**Run 1: metal layers overlaid**

Only two layers are drawn.
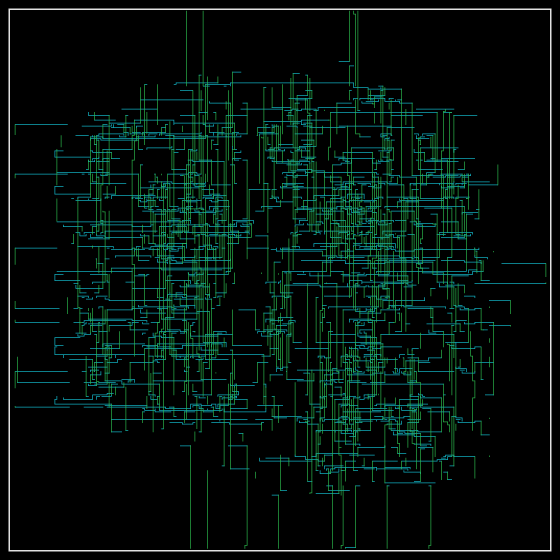
**Run 1: the clock network**

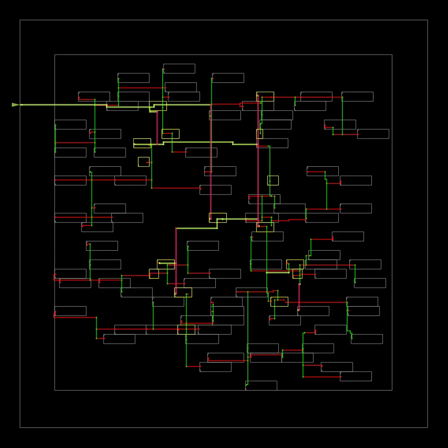
**Run 1: I/O pins on the die edge**

Pins as bars across the die edge, other pins in grey.
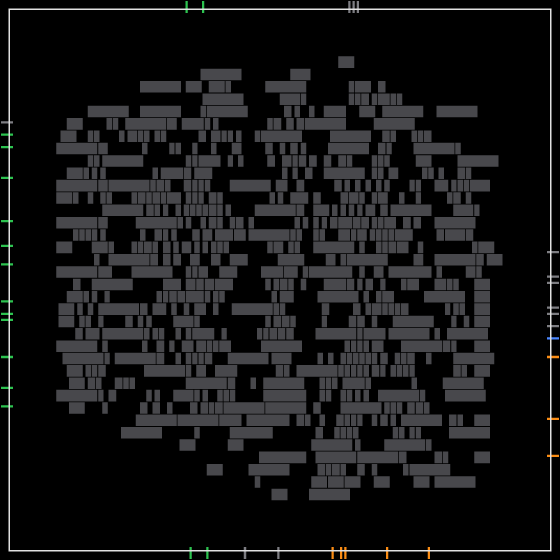
**Run 1: selected gate families**

Scale bar: 20 µm.
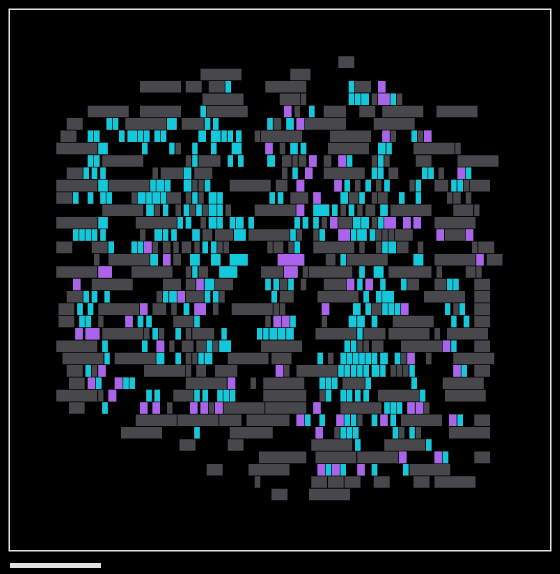
--- src/rtl/uart_pkg.sv ---
// Shared UART definitions: parity mode codes, receiver FSM encoding and the 3-sample majority vote.
package uart_pkg;

   localparam logic [1:0] PARITY_NONE = 2'b00;
   localparam logic [1:0] PARITY_EVEN = 2'b01;
   localparam logic [1:0] PARITY_ODD  = 2'b10;

   typedef enum logic [2:0] {
      ST_IDLE,
      ST_START,
      ST_DATA,
      ST_PARITY,
      ST_STOP,
      ST_DELIVER,
      ST_BRK_WAIT
   } rx_state_e;

   function automatic logic maj3(input logic a, input logic b, input logic c);
      return (a & b) | (a & c) | (b & c);
   endfunction

endpackage

--- src/rtl/uart_os_tick.sv ---
// Oversample tick generator: down-counter reloaded from a divisor latched at each restart.
module uart_os_tick #(
   parameter int DIV_W = 16
) (
   input  logic             clk,
   input  logic             rst_n,
   input  logic             restart_i,
   input  logic [DIV_W-1:0] div_i,
   output logic             tick_o
);

   logic [DIV_W-1:0] cnt_q, cnt_d;
   logic [DIV_W-1:0] div_q, div_d;

   // NOTE: every always_comb output gets its default first, so no path can infer a latch.
   always_comb begin
      cnt_d = cnt_q;
      div_d = div_q;
      if (restart_i) begin
         cnt_d = div_i;
         div_d = div_i;
      end else if (cnt_q == '0) begin
         cnt_d = div_q;
      end else begin
         cnt_d = cnt_q - DIV_W'(1);
      end
   end

   // NOTE: state registers use non-blocking assignments only; blocking here would race other flops.
   always_ff @(posedge clk or negedge rst_n) begin
      if (!rst_n) begin
         cnt_q <= '0;
         div_q <= '0;
      end else begin
         cnt_q <= cnt_d;
         div_q <= div_d;
      end
   end

   assign tick_o = (cnt_q == '0);

endmodule

--- src/rtl/uart_rx_os.sv ---
// Oversampling UART receiver: rxd synchroniser, majority-vote bit sampling, framing/parity/break
// detection and a single holding register with a valid/accept handshake.
module uart_rx_os
   import uart_pkg::*;
#(
   parameter int DATA_BITS   = 8,
   parameter int OS_RATE     = 16,
   parameter int SYNC_STAGES = 3,
   parameter int DIV_W       = 16
) (
   input  logic                 clk,
   input  logic                 reset_n,
   input  logic                 rxd_input,
   input  logic [DIV_W-1:0]     baud_div,
   input  logic [1:0]           parity_mode,
   input  logic                 two_stop,
   output logic [DATA_BITS-1:0] rx_data,
   output logic                 rx_valid,
   input  logic                 rx_accept,
   output logic                 parity_err,
   output logic                 frame_err,
   output logic                 overrun,
   output logic                 break_det,
   output logic                 busy
);

   localparam int              OS_W     = $clog2(OS_RATE);
   localparam logic [OS_W-1:0] OS_LAST  = OS_W'(OS_RATE - 1);
   localparam logic [OS_W-1:0] SAMP_A   = OS_W'(OS_RATE / 2 - 1);
   localparam logic [OS_W-1:0] SAMP_B   = OS_W'(OS_RATE / 2);
   localparam logic [OS_W-1:0] SAMP_C   = OS_W'(OS_RATE / 2 + 1);
   localparam logic [3:0]      LAST_BIT = 4'(DATA_BITS - 1);

   // NOTE: reset asserts asynchronously but is released through two flops so no flop sees a
   // release edge close to clk.
   logic [1:0] rst_sync_q;
   logic       rst_n;

   always_ff @(posedge clk or negedge reset_n) begin
      if (!reset_n) rst_sync_q <= 2'b00;
      else          rst_sync_q <= {rst_sync_q[0], 1'b1};
   end
   assign rst_n = rst_sync_q[1];

   logic [SYNC_STAGES-1:0] sync_q;
   logic                   rxd_prev_q;
   logic                   rxd_s, fall;

   always_ff @(posedge clk or negedge rst_n) begin
      if (!rst_n) begin
         sync_q     <= '1;
         rxd_prev_q <= 1'b1;
      end else begin
         sync_q     <= {sync_q[SYNC_STAGES-2:0], rxd_input};
         rxd_prev_q <= rxd_s;
      end
   end
   assign rxd_s = sync_q[SYNC_STAGES-1];
   assign fall  = rxd_prev_q & ~rxd_s;

   rx_state_e            state_q, state_d;
   logic [OS_W-1:0]      os_cnt_q, os_cnt_d;
   logic [OS_W-1:0]      hi_cnt_q, hi_cnt_d;
   logic [3:0]           bit_cnt_q, bit_cnt_d;
   logic [1:0]           samp_q, samp_d;
   logic [DATA_BITS-1:0] shift_q, shift_d;
   logic [1:0]           par_mode_q, par_mode_d;
   logic                 two_stop_q, two_stop_d;
   logic                 perr_q, perr_d, ferr_q, ferr_d;
   logic                 zero_q, zero_d, last_stop_q, last_stop_d;

   logic [DATA_BITS-1:0] data_q, data_d;
   logic                 valid_q, valid_d, hperr_q, hperr_d, hferr_q, hferr_d;
   logic                 ovr_q, ovr_d, brk_q, brk_d;

   logic tick, restart, vote, vote_ev, par_x;

   assign restart = (state_q == ST_IDLE) && fall;
   assign vote    = maj3(samp_q[0], samp_q[1], rxd_s);
   assign vote_ev = tick && (os_cnt_q == SAMP_C);
   assign par_x   = (^shift_q) ^ vote;

   uart_os_tick #(.DIV_W(DIV_W)) u_tick (
      .clk       (clk),
      .rst_n     (rst_n),
      .restart_i (restart),
      .div_i     (baud_div),
      .tick_o    (tick)
   );

   always_comb begin
      state_d     = state_q;
      os_cnt_d    = os_cnt_q;
      hi_cnt_d    = hi_cnt_q;
      bit_cnt_d   = bit_cnt_q;
      samp_d      = samp_q;
      shift_d     = shift_q;
      par_mode_d  = par_mode_q;
      two_stop_d  = two_stop_q;
      perr_d      = perr_q;
      ferr_d      = ferr_q;
      zero_d      = zero_q;
      last_stop_d = last_stop_q;

      if (tick && state_q != ST_IDLE) begin
         os_cnt_d = (os_cnt_q == OS_LAST) ? '0 : os_cnt_q + OS_W'(1);
         if (os_cnt_q == SAMP_A) samp_d[0] = rxd_s;
         if (os_cnt_q == SAMP_B) samp_d[1] = rxd_s;
      end

      case (state_q)
         ST_IDLE: begin
            if (fall) begin
               state_d    = ST_START;
               os_cnt_d   = '0;
               bit_cnt_d  = '0;
               perr_d     = 1'b0;
               ferr_d     = 1'b0;
               zero_d     = 1'b1;
               two_stop_d = two_stop;
               par_mode_d = (parity_mode == PARITY_EVEN || parity_mode == PARITY_ODD)
                            ? parity_mode : PARITY_NONE;
            end
         end
         ST_START: begin
            if (vote_ev) state_d = vote ? ST_IDLE : ST_DATA;
         end
         ST_DATA: begin
            if (vote_ev) begin
               shift_d = {vote, shift_q[DATA_BITS-1:1]};
               zero_d  = zero_q & ~vote;
               if (bit_cnt_q == LAST_BIT) begin
                  bit_cnt_d = '0;
                  state_d   = (par_mode_q != PARITY_NONE) ? ST_PARITY : ST_STOP;
               end else begin
                  bit_cnt_d = bit_cnt_q + 4'd1;
               end
            end
         end
         ST_PARITY: begin
            if (vote_ev) begin
               perr_d  = (par_mode_q == PARITY_EVEN) ? par_x : ~par_x;
               zero_d  = zero_q & ~vote;
               state_d = ST_STOP;
            end
         end
         ST_STOP: begin
            if (vote_ev) begin
               zero_d      = zero_q & ~vote;
               ferr_d      = ferr_q | ~vote;
               last_stop_d = vote;
               if (two_stop_q && bit_cnt_q == 4'd0) bit_cnt_d = 4'd1;
               else                                 state_d   = ST_DELIVER;
            end
         end
         ST_DELIVER: begin
            hi_cnt_d = '0;
            state_d  = (zero_q || !last_stop_q) ? ST_BRK_WAIT : ST_IDLE;
         end
         ST_BRK_WAIT: begin
            // A held-low line yields one word; wait for a full bit time of idle before re-arming.
            if (tick) begin
               if (!rxd_s)                  hi_cnt_d = '0;
               else if (hi_cnt_q == OS_LAST) state_d  = ST_IDLE;
               else                         hi_cnt_d = hi_cnt_q + OS_W'(1);
            end
         end
         default: state_d = ST_IDLE;
      endcase
   end

   always_comb begin
      data_d  = data_q;
      valid_d = valid_q;
      hperr_d = hperr_q;
      hferr_d = hferr_q;
      ovr_d   = ovr_q;
      brk_d   = brk_q;
      if (valid_q && rx_accept) valid_d = 1'b0;
      if (state_q == ST_DELIVER) begin
         if (!valid_q || rx_accept) begin
            valid_d = 1'b1;
            data_d  = shift_q;
            hperr_d = perr_q;
            hferr_d = ferr_q;
            brk_d   = zero_q;
            ovr_d   = 1'b0;
         end else begin
            ovr_d   = 1'b1;
         end
      end
   end

   always_ff @(posedge clk or negedge rst_n) begin
      if (!rst_n) begin
         state_q     <= ST_IDLE;
         os_cnt_q    <= '0;
         hi_cnt_q    <= '0;
         bit_cnt_q   <= '0;
         samp_q      <= '0;
         shift_q     <= '0;
         par_mode_q  <= PARITY_NONE;
         two_stop_q  <= 1'b0;
         perr_q      <= 1'b0;
         ferr_q      <= 1'b0;
         zero_q      <= 1'b0;
         last_stop_q <= 1'b1;
         data_q      <= '0;
         valid_q     <= 1'b0;
         hperr_q     <= 1'b0;
         hferr_q     <= 1'b0;
         ovr_q       <= 1'b0;
         brk_q       <= 1'b0;
      end else begin
         state_q     <= state_d;
         os_cnt_q    <= os_cnt_d;
         hi_cnt_q    <= hi_cnt_d;
         bit_cnt_q   <= bit_cnt_d;
         samp_q      <= samp_d;
         shift_q     <= shift_d;
         par_mode_q  <= par_mode_d;
         two_stop_q  <= two_stop_d;
         perr_q      <= perr_d;
         ferr_q      <= ferr_d;
         zero_q      <= zero_d;
         last_stop_q <= last_stop_d;
         data_q      <= data_d;
         valid_q     <= valid_d;
         hperr_q     <= hperr_d;
         hferr_q     <= hferr_d;
         ovr_q       <= ovr_d;
         brk_q       <= brk_d;
      end
   end

   assign rx_data    = data_q;
   assign rx_valid   = valid_q;
   assign parity_err = hperr_q;
   assign frame_err  = hferr_q;
   assign overrun    = ovr_q;
   assign break_det  = brk_q;
   assign busy       = (state_q != ST_IDLE);

endmodule

--- config.mk ---
export PLATFORM = sky130hd
export DESIGN_NAME = uart_rx_os
export DESIGN_NICKNAME = d
export VERILOG_FILES = /design/src/rtl/uart_pkg.sv /design/src/rtl/uart_os_tick.sv /design/src/rtl/uart_rx_os.sv
export SDC_FILE = /design/constraint.sdc
export NUM_CORES = 1
export LEC_CHECK = 0
export ABC_AREA = 1
export CORE_MARGIN = 10
export CORE_UTILIZATION = 45
export DETAILED_ROUTE_END_ITERATION = 10
export HOLD_SLACK_MARGIN = 0.06
export PLACE_DENSITY = 0.69
export SLEW_MARGIN = 10
export SYNTH_ARGS = -nofsm -noshare
export SYNTH_HDL_FRONTEND = slang
export SYNTH_HIERARCHICAL = 1
export SYNTH_SLANG_ARGS = --single-unit
--- constraint.sdc ---
create_clock -name clk -period 5.2 [get_ports clk]
set_clock_uncertainty 0.1 [all_clocks]
set_input_delay 1.04 -clock clk [delete_from_list [all_inputs] [get_ports clk]]
set_output_delay 1.04 -clock clk [all_outputs]
set_load 0.01 [all_outputs]
==> impl_metrics.toml, run 1 <==
# yosys + openroad results
[place]
dp_hpwl_um = 6760

[clock_network]
clock_path_buffers = 2

[worst_setup_path]
cpLargestDelayFamily = "buffers and inverters"
worst_r2r_endpoint = "shift_q[1]"
max_stage_delay_ns = 0.55
reg2reg_depth = 13
start_kind = "flip-flop"

[cells_and_area]
largest_cell_class = "flip-flops and latches"
clockNetworkAreaShare_pct = 3.73

[detailed_routing]
remaining_drc_errors = 0
routed-wl-met3_um = 373

[synth]
syn_inst = 578
synth.distinct_cells = 33
synth-async-reset-ratio_pct = 100

[global_routing]
grt_overflow = 0

[pwr]
total_power_uw = 2370
top_power_group = "registers"

[final_timing]
maxSlewViolCount = 0
setup_tns_ns = 0

[outcome]
status = "completed"

[hold_path]
hold_end = "rst_sync_q[1]"

[floorplan]
num_rows = 36
## Picture notes: 'metal layers overlaid'
met1 -> cyan  # wire length 4000 µm
met2 -> green  # wire length 4680 µm
GRT Total Usage: 13.5%
Routed WL per cell: 12.2 µm
via count: 3689
total wire length: 9200 µm

## Picture notes: 'the clock network'
clock latency on the worst-skew pair: 0.36 ns
P_clk: 443 µW
Num CTS Buffers: 9

## Picture notes: 'I/O pins on the die edge'
frame_err -> blue  # pins 1, direction output, edge east
rx_data -> orange  # pins 8, direction output, edge 5 south, 3 east
baud_div -> green  # pins 16, direction input, edge 12 west, 2 north, 2 south
all pins by edge = 13 west, 10 east, 9 south, 5 north
IO buf count: 36
Die Height: 119 µm
Die X-Extent: 119 µm

## Picture notes: 'selected gate families'
inverting AOI/OAI gates -> purple  # cells 70, most used o21ai_0
NAND gates -> cyan  # cells 269, most used nand2_1

**Run 1: sequential cells coloured by netlist name**

Scale bar: 20 µm. Other sequential cells in the stronger grey, the rest of the logic in the fainter grey.
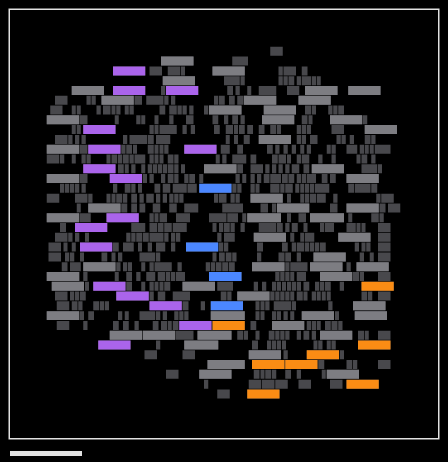

## Run 2: what changed since run 1
clock period = 2.97 ns   (was 5.2 ns; I/O delays follow)
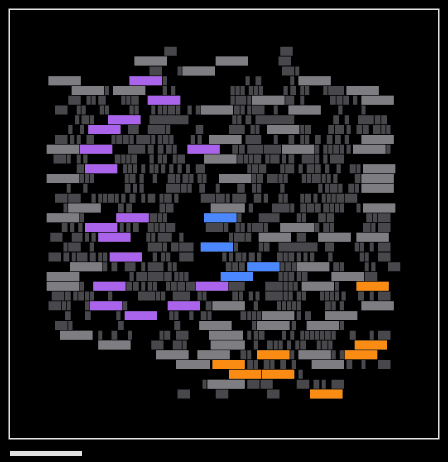
**Above:** run 2 (sequential cells coloured by netlist name).
Scale bar: 20 µm. Other sequential cells in the stronger grey, the rest of the logic in the fainter grey.
rx_data -> orange  # flops 8
u_tick/cnt_q -> purple  # flops 16, where west
hi_cnt_q -> blue  # flops 4, where centre
not coloured = 55
fraction of area in registers: 40.8%
final core utilization: 53.1%
register area: 0.00209 mm²
sequential power: 1770 µW

==> impl_metrics.toml, run 2 <==
# yosys + openroad results
[outcome]
status = "completed"

[pwr]
p_comb_uw = 1600
powerClk_uw = 1000
top_power_group = "registers"
total_power_uw = 4370

[cells_and_area]
lay_top_cells = "215 x nand2_1, 77 x dfrtp_1, 53 x inv_1"
clockNetworkAreaShare_pct = 4.84
comb_area_mm2 = 0.00200
largest_cell_class = "flip-flops and latches"
final_cells = 754

[final_timing]
worst_pin_slew_ns = 1.01
clock.fmax_mhz = 396
fin_crit_ns = 2.53
fin_ws_ns = 0.442
setup_tns_ns = 0
maxSlewViolCount = 0

[clock_network]
cts.sinks = 83
cts_buffers = 9
clock_path_buffers = 2
root_buffer = "clkbuf_8"
clock_latency_ns = 0.35
htreeDepth = 3
post-cts-setup-buffers = 0

[place]
dp_hpwl_um = 6540
placed_area_mm2 = 0.00487
io_buffers = 36

[floorplan]
die_h_um = 119
num_rows = 36
nWellTaps = 133
die_x_um = 119
initCoreUtil_pct = 45.7

[worst_setup_path]
cpLargestDelayFamily = "simple AND/OR/NAND/NOR gates"
crit_type = "reg2reg"
worst_r2r_endpoint = "shift_q[1]"
reg2reg_depth = 13
max_stage_delay_ns = 0.47
worstPathCellList = "inv_1 > ha_1 > inv_1 > nor2_1 > nand2_1 > nor2_4 > nand2_4 > inv_1 > inv_2 > nor2_1 > nand2_2 > nor2_2 > o21ai_0"
start_kind = "flip-flop"

[synth]
synth-async-reset-ratio_pct = 100
syn_inst = 578
synth.distinct_cells = 33
top_cell = "nand2_1"
common_cells = "215 x nand2_1, 78 x dfrtp_1, 53 x inv_1"

[detailed_routing]
routed-wl-met3_um = 458
num_vias = 3671
remaining_drc_errors = 0

[global_routing]
grt_use_met2_pct = 23.2
grt_overflow = 0

[hold_path]
hold_end = "sync_q[1]"
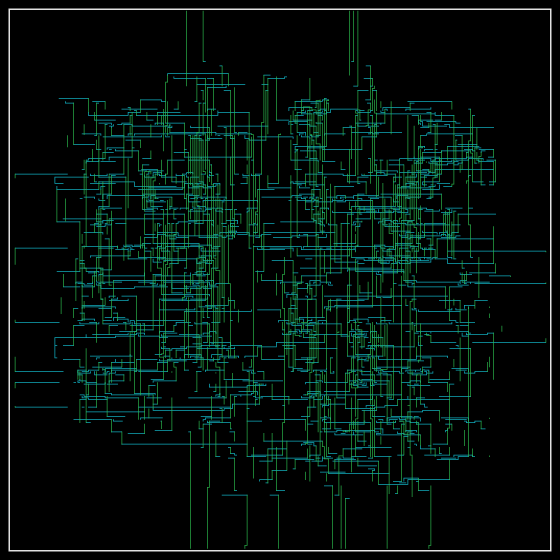
**Above:** run 2 (metal layers overlaid).
Only two layers are drawn.
met2 -> green  # wire length 4470 µm
met1 -> cyan  # wire length 4010 µm
GRT Total Usage: 13.4%
total wire length: 9050 µm
Routed WL per cell: 12.0 µm

Power figures rest on the tool's default switching activity, not on a simulated workload.
